==> src/rtl/alu_defs.sv <==
// Shared ALU definitions: datapath widths, ALUOp encodings and the result-slot state type.
package alu_defs;

  localparam int DATA_W = 32;
  localparam int OP_W   = 3;

  localparam logic [OP_W-1:0] ALU_ADD = 3'b000;
  localparam logic [OP_W-1:0] ALU_SUB = 3'b001;
  localparam logic [OP_W-1:0] ALU_AND = 3'b010;
  localparam logic [OP_W-1:0] ALU_OR  = 3'b011;
  localparam logic [OP_W-1:0] ALU_SRL = 3'b100;
  localparam logic [OP_W-1:0] ALU_SRA = 3'b101;

  typedef enum logic {
    ST_EMPTY = 1'b0,
    ST_FULL  = 1'b1
  } slot_state_e;

endpackage

==> src/rtl/alu.sv <==
// Combinational 32-bit ALU shared by the arbiter; unassigned opcodes produce zero.
module alu
  import alu_defs::*;
(
  input  logic [DATA_W-1:0] i_a,
  input  logic [DATA_W-1:0] i_b,
  input  logic [OP_W-1:0]   i_op,
  output logic [DATA_W-1:0] o_c
);

  // NOTE: the default before the case keeps every path assigned, so no latch is inferred.
  always_comb begin
    o_c = '0;
    case (i_op)
      ALU_ADD: o_c = i_a + i_b;
      ALU_SUB: o_c = i_a - i_b;
      ALU_AND: o_c = i_a & i_b;
      ALU_OR:  o_c = i_a | i_b;
      ALU_SRL: o_c = i_a >> i_b[4:0];
      ALU_SRA: o_c = $signed(i_a) >>> i_b[4:0];
      default: o_c = '0;
    endcase
  end

endmodule

==> src/rtl/alu_arbiter_rr_pick.sv <==
// Round-robin picker: first set request at or above ptr, else first set request below ptr.
module rr_pick #(
  parameter int N_REQ = 2,
  parameter int IDW   = 1
) (
  input  logic [N_REQ-1:0] req,
  input  logic [IDW-1:0]   ptr,
  output logic [N_REQ-1:0] gnt_onehot,
  output logic [IDW-1:0]   gnt_idx,
  output logic             any
);

  // NOTE: blocking assignments here are intentional; 'any' must be seen by later loop iterations.
  always_comb begin
    gnt_onehot = '0;
    gnt_idx    = '0;
    any        = 1'b0;
    for (int j = 0; j < N_REQ; j++) begin
      if (!any && req[j] && (j >= int'(ptr))) begin
        any           = 1'b1;
        gnt_idx       = IDW'(j);
        gnt_onehot[j] = 1'b1;
      end
    end
    for (int j = 0; j < N_REQ; j++) begin
      if (!any && req[j] && (j < int'(ptr))) begin
        any           = 1'b1;
        gnt_idx       = IDW'(j);
        gnt_onehot[j] = 1'b1;
      end
    end
  end

endmodule

==> src/rtl/alu_arbiter.sv <==
// Shares one ALU among N_REQ requesters with round-robin grants and a single registered result slot.
module alu_arbiter
  import alu_defs::*;
#(
  parameter int N_REQ = 2,
  parameter int IDW   = 1,
  parameter int CNT_W = 16
) (
  input  logic                    clk,
  input  logic                    reset,
  input  logic [N_REQ-1:0]        req_valid,
  output logic [N_REQ-1:0]        req_ready,
  input  logic [N_REQ*DATA_W-1:0] req_a,
  input  logic [N_REQ*DATA_W-1:0] req_b,
  input  logic [N_REQ*OP_W-1:0]   req_op,
  output logic                    rsp_valid,
  input  logic                    rsp_ready,
  output logic [DATA_W-1:0]       rsp_c,
  output logic [IDW-1:0]          rsp_id,
  output logic [CNT_W-1:0]        ops_done
);

  slot_state_e       r_state;
  slot_state_e       w_state_nxt;
  logic [DATA_W-1:0] r_c;
  logic [IDW-1:0]    r_id;
  logic [IDW-1:0]    r_ptr;
  logic [CNT_W-1:0]  r_ops;

  logic [N_REQ-1:0]  w_onehot;
  logic [IDW-1:0]    w_gnt_idx;
  logic              w_any;
  logic              w_slot_free;
  logic              w_grant;
  logic              w_rsp_fire;
  logic [IDW-1:0]    w_ptr_nxt;
  logic [DATA_W-1:0] w_a;
  logic [DATA_W-1:0] w_b;
  logic [OP_W-1:0]   w_op;
  logic [DATA_W-1:0] w_alu_c;

  rr_pick #(.N_REQ(N_REQ), .IDW(IDW)) u_pick (
    .req        (req_valid),
    .ptr        (r_ptr),
    .gnt_onehot (w_onehot),
    .gnt_idx    (w_gnt_idx),
    .any        (w_any)
  );

  always_comb begin
    w_a  = '0;
    w_b  = '0;
    w_op = '0;
    for (int j = 0; j < N_REQ; j++) begin
      if (w_gnt_idx == IDW'(j)) begin
        w_a  = req_a[j*DATA_W +: DATA_W];
        w_b  = req_b[j*DATA_W +: DATA_W];
        w_op = req_op[j*OP_W +: OP_W];
      end
    end
  end

  alu u_alu (
    .i_a  (w_a),
    .i_b  (w_b),
    .i_op (w_op),
    .o_c  (w_alu_c)
  );

  assign rsp_valid   = (r_state == ST_FULL);
  assign w_slot_free = !rsp_valid || rsp_ready;
  // Reset gates the grant so no requester sees a handshake that the slot would then drop.
  assign w_grant     = w_any && w_slot_free && !reset;
  assign w_rsp_fire  = rsp_valid && rsp_ready;
  assign req_ready   = w_grant ? w_onehot : '0;
  assign w_ptr_nxt   = (w_gnt_idx == IDW'(N_REQ - 1)) ? '0 : w_gnt_idx + IDW'(1);

  always_comb begin
    w_state_nxt = r_state;
    case (r_state)
      ST_EMPTY: if (w_grant) w_state_nxt = ST_FULL;
      ST_FULL:  if (rsp_ready) w_state_nxt = w_grant ? ST_FULL : ST_EMPTY;
      default:  w_state_nxt = ST_EMPTY;
    endcase
  end

  // NOTE: sequential state uses non-blocking assignments so every register samples pre-edge values.
  always_ff @(posedge clk) begin
    if (reset) begin
      r_state <= ST_EMPTY;
      r_c     <= '0;
      r_id    <= '0;
      r_ptr   <= '0;
      r_ops   <= '0;
    end else begin
      r_state <= w_state_nxt;
      if (w_grant) begin
        r_c   <= w_alu_c;
        r_id  <= w_gnt_idx;
        r_ptr <= w_ptr_nxt;
      end
      if (w_rsp_fire) r_ops <= r_ops + CNT_W'(1);
    end
  end

  assign rsp_c    = r_c;
  assign rsp_id   = r_id;
  assign ops_done = r_ops;

endmodule

==> config.mk <==
export PLATFORM = sky130hd
export DESIGN_NAME = alu_arbiter
export DESIGN_NICKNAME = d
export VERILOG_FILES = /design/src/rtl/alu_defs.sv /design/src/rtl/alu.sv /design/src/rtl/alu_arbiter_rr_pick.sv /design/src/rtl/alu_arbiter.sv
export SDC_FILE = /design/constraint.sdc
export NUM_CORES = 1
export LEC_CHECK = 0
export CAP_MARGIN = 30
export CORE_UTILIZATION = 35
export CTS_BUF_LIST = sky130_fd_sc_hd__clkbuf_16
export CTS_CLUSTER_DIAMETER = 120
export CTS_CLUSTER_SIZE = 20
export DETAILED_ROUTE_END_ITERATION = 12
export GPL_TIMING_DRIVEN = 1
export PLACE_DENSITY = 0.56
export SLEW_MARGIN = 20
export SYNTH_ARGS = -nofsm -noshare
export SYNTH_HDL_FRONTEND = slang
export SYNTH_SLANG_ARGS = --single-unit
export TNS_END_PERCENT = 30
==> constraint.sdc <==
create_clock -name clk -period 5.3 [get_ports clk]
set_input_delay 0.795 -clock clk [delete_from_list [all_inputs] [get_ports clk]]
set_output_delay 0.795 -clock clk [all_outputs]
set_load 0.02 [all_outputs]
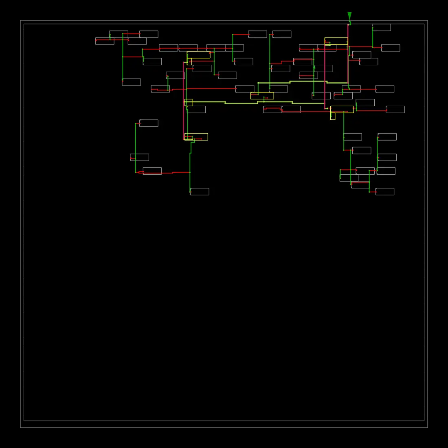
Figure 1: the clock network.
Skew-Pair Late Insertion Delay: 0.30 ns
total CTS buffers: 5
Clock Skew: 0.005982 ns

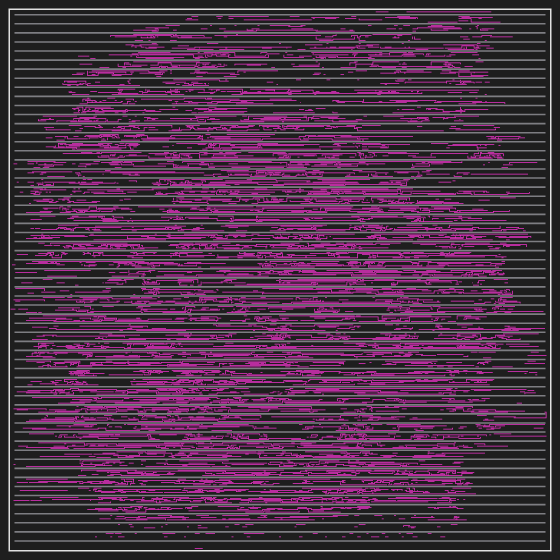
Figure 2: metal 1.
Supply wires on this layer in gray.
main direction: horizontal
longest straight run: 65.5 um
share of all routed wire: 43%
nets with wire on the layer: 1,488
wire length on this layer: 18,200 um

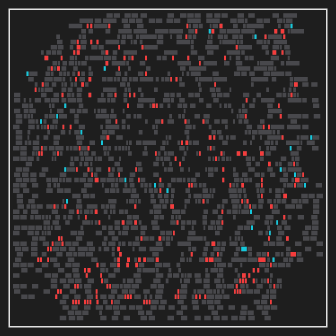
Figure 3: gate families picked out.
[cyan] inverters | cells: 26 | most used: inv_1
[red] NAND gates | cells: 219 | most used: nand2_1 | where: spread over the die

==> reports/results.tsv <==
stage	metric	value	unit
setup_path	cp.arrival	5.22	ns
setup_path	start_kind	input pin	
setup_path	crit_slowest_cell	clkdlybuf4s50_1	
setup_path	crit_end	rsp_c[21]	
global_route	grt_pass1_vias	10182	
power_and_ir_drop	pg_clk	0.337	mW
clock_tree	cts_buffer_depth	2	
synthesis	ys_sh_aoi	29.94	%
timing	fin_ws	0.2956	ns
synthesis	synth_top_area_share	13.76	%
clock_tree	ctsHoldBuffers	0	
routing	wl_per_cell	23.58	um
min_path	holdCritPathClass	flip-flop to flip-flop	
cells_and_area	logic_area	7425	um2
synthesis	syn_area	8949	um2
cells_and_area	postLayoutCellArea	11680	um2
synthesis	ys_seq_elements	51	
setup_path	worst-path-stages	20	
floorplanning	num_rows	58	
cells_and_area	n_clock_buffer	5	
clock_tree	root_buffer	clkbuf_16	
timing	worstMarginPinSlew	0.8886	ns
synthesis	ff_type	dfxtp_1	
floorplanning	die_y	161.9	um
global_route	busiest_layer	met2	
floorplanning	chip_area	26210	um2
run_status	status	finished, final reports clean	
cells_and_area	area_growth_syn_to_layout	30.55	%
synthesis	top_area_cell	mux2i_1	
cells_and_area	seqCellArea	1021	um2
cells_and_area	nNetsFinal	1637	
floorplanning	nWellTaps	330	
power_and_ir_drop	sw_frac_of_total	47.90	%
synthesis	topCombFamilyByArea	AND-OR/OR-AND gates	
min_path	min_from	rsp_id	
placed_design	place_congestion	1.022	
cells_and_area	largest_cell_class	combinational gates	
clock_tree	post_cts_buffers	0	
cells_and_area	layout-drive-gt1-share	11.14	%
min_path	hold_path_end	rsp_id	
setup_path	crit_top_cell	buf_4	
power_and_ir_drop	ir_drop	132.6	uV
global_route	grt_max_degree	54	
timing	hold_viol	0	
timing	rsz0062_at_grt	false	
floorplanning	dieWidth	161.9	um
synthesis	ys_sh_mux	18.44	%
floorplanning	core-area	25110	um2
setup_path	crit-reg2reg-capture	rsp_c[17]	
setup_path	rr_startpoint	r_ptr	
timing	setup_viol	0	
placed_design	dp_cells	1785	
cells_and_area	signal_buffers	279	
cells_and_area	clkCellAreaFrac	1.232	%
synthesis	edf_count	0	
clock_tree	path_clk_slew	0.07	ns
setup_path	cp-end-kind	flip-flop	
power_and_ir_drop	p_total	2.457	mW
-- routing by layer --
metal  wire length (um)  up-vias
li1                   -     5090
met1              18250     5001
met2              18940      526
met3               3003       98
met4               2086        0
met5                  0        -
-- cell usage in the layout, fill, tap and decap left out, types with 25 or more instances in the layout --
cell type	netlist	layout
xnor2_1	38	38
nor3_1	40	40
nor2_1	108	108
buf_4	8	88
xor2_1	26	26
a21oi_1	111	111
nand3_1	34	34
a21o_1	25	25
o21ai_0	67	66
nand2_1	168	168
mux2_2	32	32
dfxtp_1	51	51
mux2i_1	123	122
clkdlybuf4s50_1	0	189
ha_1	35	35
-- registers in the layout (all words and copies together), names as in the netlist --
register / cells
ops_done: 16
r_ptr: 1
rsp_c: 32
rsp_valid: 1
rsp_id: 1
Power is estimated from default activity; no workload was simulated.
